Figure 1. Placement by cell class.
(8 px per µm)
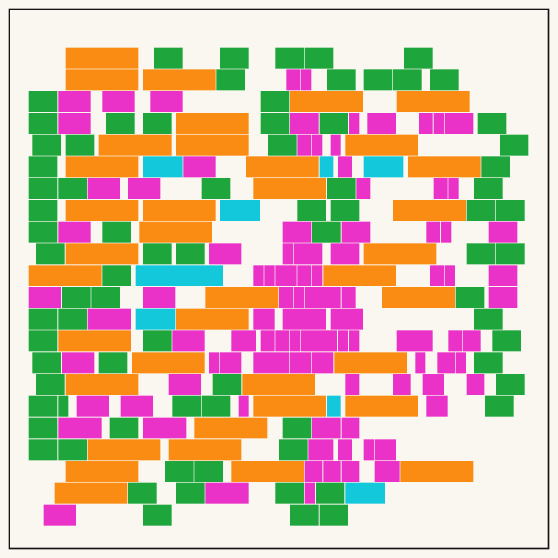
Figure 2. Clock wiring as the flow saved it.
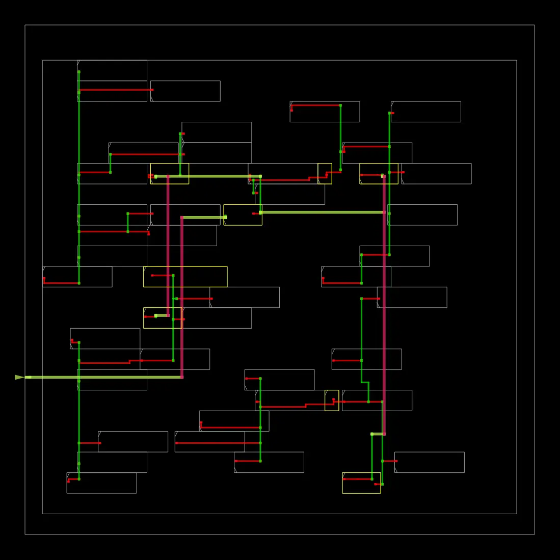
Figure 3. The metal 3 layer.
(8 px per µm) Cells faint in the background.
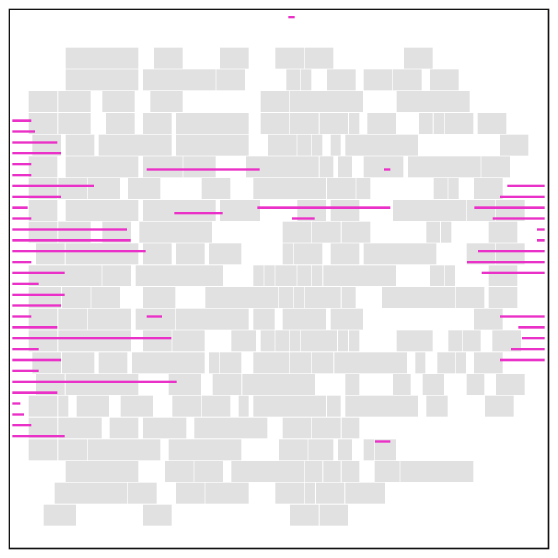
Figure 4. Pin placement.
(6 px per µm) Pins as bars across the die edge, other pins in gray.
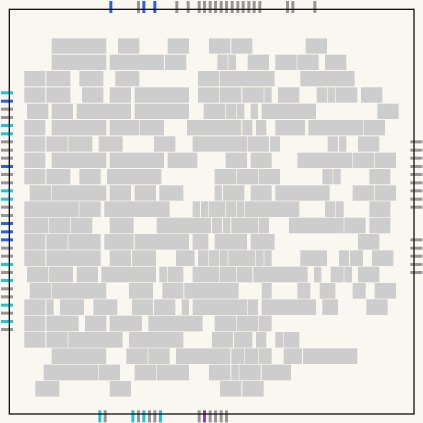
$ cat src/rtl/mem_resp_ctrl_pkg.sv
// rtl/mem_resp_ctrl_pkg.sv - shared encodings and request legality rule for the memory response controller
package mem_resp_ctrl_pkg;

    typedef enum logic [1:0] {
        IDLE   = 2'd0,
        ACCESS = 2'd1,
        RESP   = 2'd2
    } state_t;

    typedef enum logic {
        TGT_RAM = 1'b0,
        TGT_ROM = 1'b1
    } tgt_t;

    typedef enum logic {
        OP_RD = 1'b0,
        OP_WR = 1'b1
    } op_t;

    localparam int CNT_W = 4;

    // ROM is read-only, and the decoder must pick exactly one target.
    function automatic logic req_illegal(input logic rd, input logic wr,
                                         input logic ram_sel, input logic rom_sel);
        return (rd && wr) || (ram_sel == rom_sel) || (wr && rom_sel);
    endfunction

endpackage

$ cat src/rtl/mem_resp_ctrl_wait_cnt.sv
// rtl/mem_resp_ctrl_wait_cnt.sv - 4-bit loadable wait-state down-counter
module mem_resp_ctrl_wait_cnt
    import mem_resp_ctrl_pkg::*;
(
    input  logic             clk,
    input  logic             rst_n,
    input  logic             load,
    input  logic [CNT_W-1:0] load_val,
    input  logic             dec,
    output logic             zero
);

    logic [CNT_W-1:0] count;

    always_ff @(posedge clk or negedge rst_n) begin
        if (!rst_n) begin
            count <= '0;
        end else if (load) begin
            count <= load_val;
        end else if (dec && (count != '0)) begin
            count <= count - 1'b1;
        end
    end

    assign zero = (count == '0);

endmodule

$ cat src/rtl/mem_resp_ctrl.sv
// rtl/mem_resp_ctrl.sv - CPU-facing RAM/ROM access controller with wait states, ready pulse and bus error
module mem_resp_ctrl
    import mem_resp_ctrl_pkg::*;
#(
    parameter int ADDR_W   = 13,
    parameter int DATA_W   = 8,
    parameter int RAM_WAIT = 0,
    parameter int ROM_WAIT = 2
) (
    input  logic              clk,
    input  logic              rst_n,
    input  logic              cpu_rd,
    input  logic              cpu_wr,
    input  logic [ADDR_W-1:0] addr,
    input  logic [DATA_W-1:0] cpu_wdata,
    input  logic              ram_sel,
    input  logic              rom_sel,
    input  logic [DATA_W-1:0] ram_rdata,
    input  logic [DATA_W-1:0] rom_rdata,
    output logic              ram_ena,
    output logic              ram_read,
    output logic              ram_write,
    output logic [ADDR_W-1:0] mem_addr,
    output logic [DATA_W-1:0] mem_wdata,
    output logic              rom_ena,
    output logic              rom_read,
    output logic [DATA_W-1:0] cpu_rdata,
    output logic              cpu_ready,
    output logic              bus_err
);

    localparam logic [CNT_W-1:0] RAM_WAIT_C = CNT_W'(RAM_WAIT);
    localparam logic [CNT_W-1:0] ROM_WAIT_C = CNT_W'(ROM_WAIT);

    state_t state, state_nxt;
    tgt_t   tgt_q;
    op_t    op_q;
    logic   err_q;
    logic   req, illegal, accept;
    logic   cnt_load, cnt_dec, cnt_zero, capture;

    assign req     = cpu_rd || cpu_wr;
    assign illegal = req_illegal(cpu_rd, cpu_wr, ram_sel, rom_sel);
    assign accept  = (state == IDLE) && req;

    always_ff @(posedge clk or negedge rst_n) begin
        if (!rst_n) begin
            state <= IDLE;
        end else begin
            state <= state_nxt;
        end
    end

    always_comb begin
        state_nxt = state;
        cnt_load  = 1'b0;
        cnt_dec   = 1'b0;
        capture   = 1'b0;
        case (state)
            IDLE: begin
                if (req) begin
                    cnt_load  = 1'b1;
                    state_nxt = illegal ? RESP : ACCESS;
                end
            end
            ACCESS: begin
                if (cnt_zero) begin
                    capture   = (op_q == OP_RD);
                    state_nxt = RESP;
                end else begin
                    cnt_dec = 1'b1;
                end
            end
            RESP:    state_nxt = IDLE;
            default: state_nxt = IDLE;
        endcase
    end

    mem_resp_ctrl_wait_cnt u_wait_cnt (
        .clk      (clk),
        .rst_n    (rst_n),
        .load     (cnt_load),
        .load_val (rom_sel ? ROM_WAIT_C : RAM_WAIT_C),
        .dec      (cnt_dec),
        .zero     (cnt_zero)
    );

    // Request is latched so that addr/sel wiggles during ACCESS cannot disturb the strobes.
    always_ff @(posedge clk or negedge rst_n) begin
        if (!rst_n) begin
            mem_addr  <= '0;
            mem_wdata <= '0;
            op_q      <= OP_RD;
            tgt_q     <= TGT_RAM;
            err_q     <= 1'b0;
        end else if (accept) begin
            mem_addr  <= addr;
            mem_wdata <= cpu_wdata;
            op_q      <= cpu_wr ? OP_WR : OP_RD;
            tgt_q     <= rom_sel ? TGT_ROM : TGT_RAM;
            err_q     <= illegal;
        end
    end

    always_ff @(posedge clk or negedge rst_n) begin
        if (!rst_n) begin
            cpu_rdata <= '0;
        end else if (capture) begin
            cpu_rdata <= (tgt_q == TGT_ROM) ? rom_rdata : ram_rdata;
        end
    end

    assign ram_ena   = (state == ACCESS) && (tgt_q == TGT_RAM);
    assign ram_read  = ram_ena && (op_q == OP_RD);
    assign ram_write = ram_ena && (op_q == OP_WR);
    assign rom_ena   = (state == ACCESS) && (tgt_q == TGT_ROM);
    assign rom_read  = rom_ena && (op_q == OP_RD);
    assign cpu_ready = (state == RESP);
    assign bus_err   = (state == RESP) && err_q;

endmodule

$ cat config.mk
export PLATFORM = sky130hd
export DESIGN_NAME = mem_resp_ctrl
export DESIGN_NICKNAME = d
export VERILOG_FILES = /design/src/rtl/mem_resp_ctrl_pkg.sv /design/src/rtl/mem_resp_ctrl_wait_cnt.sv /design/src/rtl/mem_resp_ctrl.sv
export SDC_FILE = /design/constraint.sdc
export NUM_CORES = 1
export LEC_CHECK = 0
export CAP_MARGIN = 20
export CORE_MARGIN = 2
export CORE_UTILIZATION = 45
export DETAILED_ROUTE_END_ITERATION = 8
export PLACE_DENSITY = 0.85
export RECOVER_POWER = 50
export SKIP_CTS_REPAIR_TIMING = 1
export SYNTH_ARGS = -nofsm -noshare
export SYNTH_HDL_FRONTEND = slang
export SYNTH_HIERARCHICAL = 1
export SYNTH_SLANG_ARGS = --single-unit
$ cat constraint.sdc
create_clock -name clk -period 3 [get_ports clk]
set_clock_uncertainty 0.05 [all_clocks]
set_input_delay 0.6 -clock clk [delete_from_list [all_inputs] [get_ports clk]]
set_output_delay 0.6 -clock clk [all_outputs]
set_load 0.05 [all_outputs]
==> Table 3: Implementation characteristics <==
Summary of implementation characteristics

Parameter                              Value

Status
  Result of the run    finished, violations left
  Violations in the final reports    max-capacitance violations, max-slew violations

Clock network
  CTS tree    yes
  Clock-pin slew reported for the worst setup and hold paths after clock tree synthesis    70 ps
  H-tree lvl count    2

Routing
  Wirelength, routed    3927 µm
  Detailed-route DRC error count    0
  ANT nets after route    0
  Highest routing layer actually used    met4
  Average routed wire per standard cell    14.71 µm

Logic synthesis
  Synthesized-area fraction occupied by adder cells    0.006959
  Dominant cells by area after synthesis    dfrtp_1 (53%), mux2_4 (14%), mux2i_1 (5.0%)
  Share of async-settable or async-resettable flops after synthesis    1.000
  Largest combinational cell category by area    multiplexers

Setup path
  First element of the critical path    tgt_q
  Internal reg-to-reg setup slack    1000 ps
  End point of the critical path    rom_read
  Worst-path cell chain    and2_1 -> nor2b_1 -> clkdlybuf4s50_1
  Crit path arrival time    2130 ps
  Required time of the critical path    2350 ps

Layout
  Most frequently placed logic cell in the final layout    clkdlybuf4s50_1
  Number of clock buffer instances in the layout    5
  Area growth from synthesis to final layout    46.35%
  FF/Latch Area    950.9 µm²
  Largest cell class    sequential cells
  Comb gates    90

GRT
  Antenna violations before repair    0
  Met3 Resource Use GR    0.05000
  Number of global-route vias before repair    1407
  Pin count of the biggest net entering global routing    39

Min path
  Hold-critical path depth    1

Floorplanning
  Height of the chip    67.21 µm
  Inserted tap cell count    48

Final timing
  Top achievable clock speed    360.1 MHz
  Max-slew violation total from the final report    39
  Actual slew at the worst max-slew pin    1964 ps

Run
  Max-Cap Viols    1
  Tool warnings    26

Power
  Power Density    1206 nW/µm²
About Figure 1:
Key: cyan = clock drivers and dummy loads [cells 8]; green = other buffers and delay cells [cells 78]; orange = flops [cells 38]; magenta = all other logic [cells 95]
Placeable Area: 3744 µm²
cell row count: 22
flop share of the area: 0.3614
utilization of the core after routing: 0.7029

About Figure 2:
Worst-Skew Late Latency: 290 ps
flip-flops: 38
clk sinks: 38

About Figure 3:
46 nets have wire on it. The longest straight run is 20.2 µm. The layer carries 294 µm of wire. The wires run mostly horizontal. The layer holds 7.5% of the routed length.

About Figure 4:
Key: blue = `cpu_wdata` [pins 8, direction input, edge 5 left, 3 top]; purple = `cpu_ready` [pins 1, direction output, edge bottom]; cyan = `addr` [pins 13, direction input, edge 9 left, 4 bottom]

Power figures rest on the tool's default switching activity, not on a simulated workload.
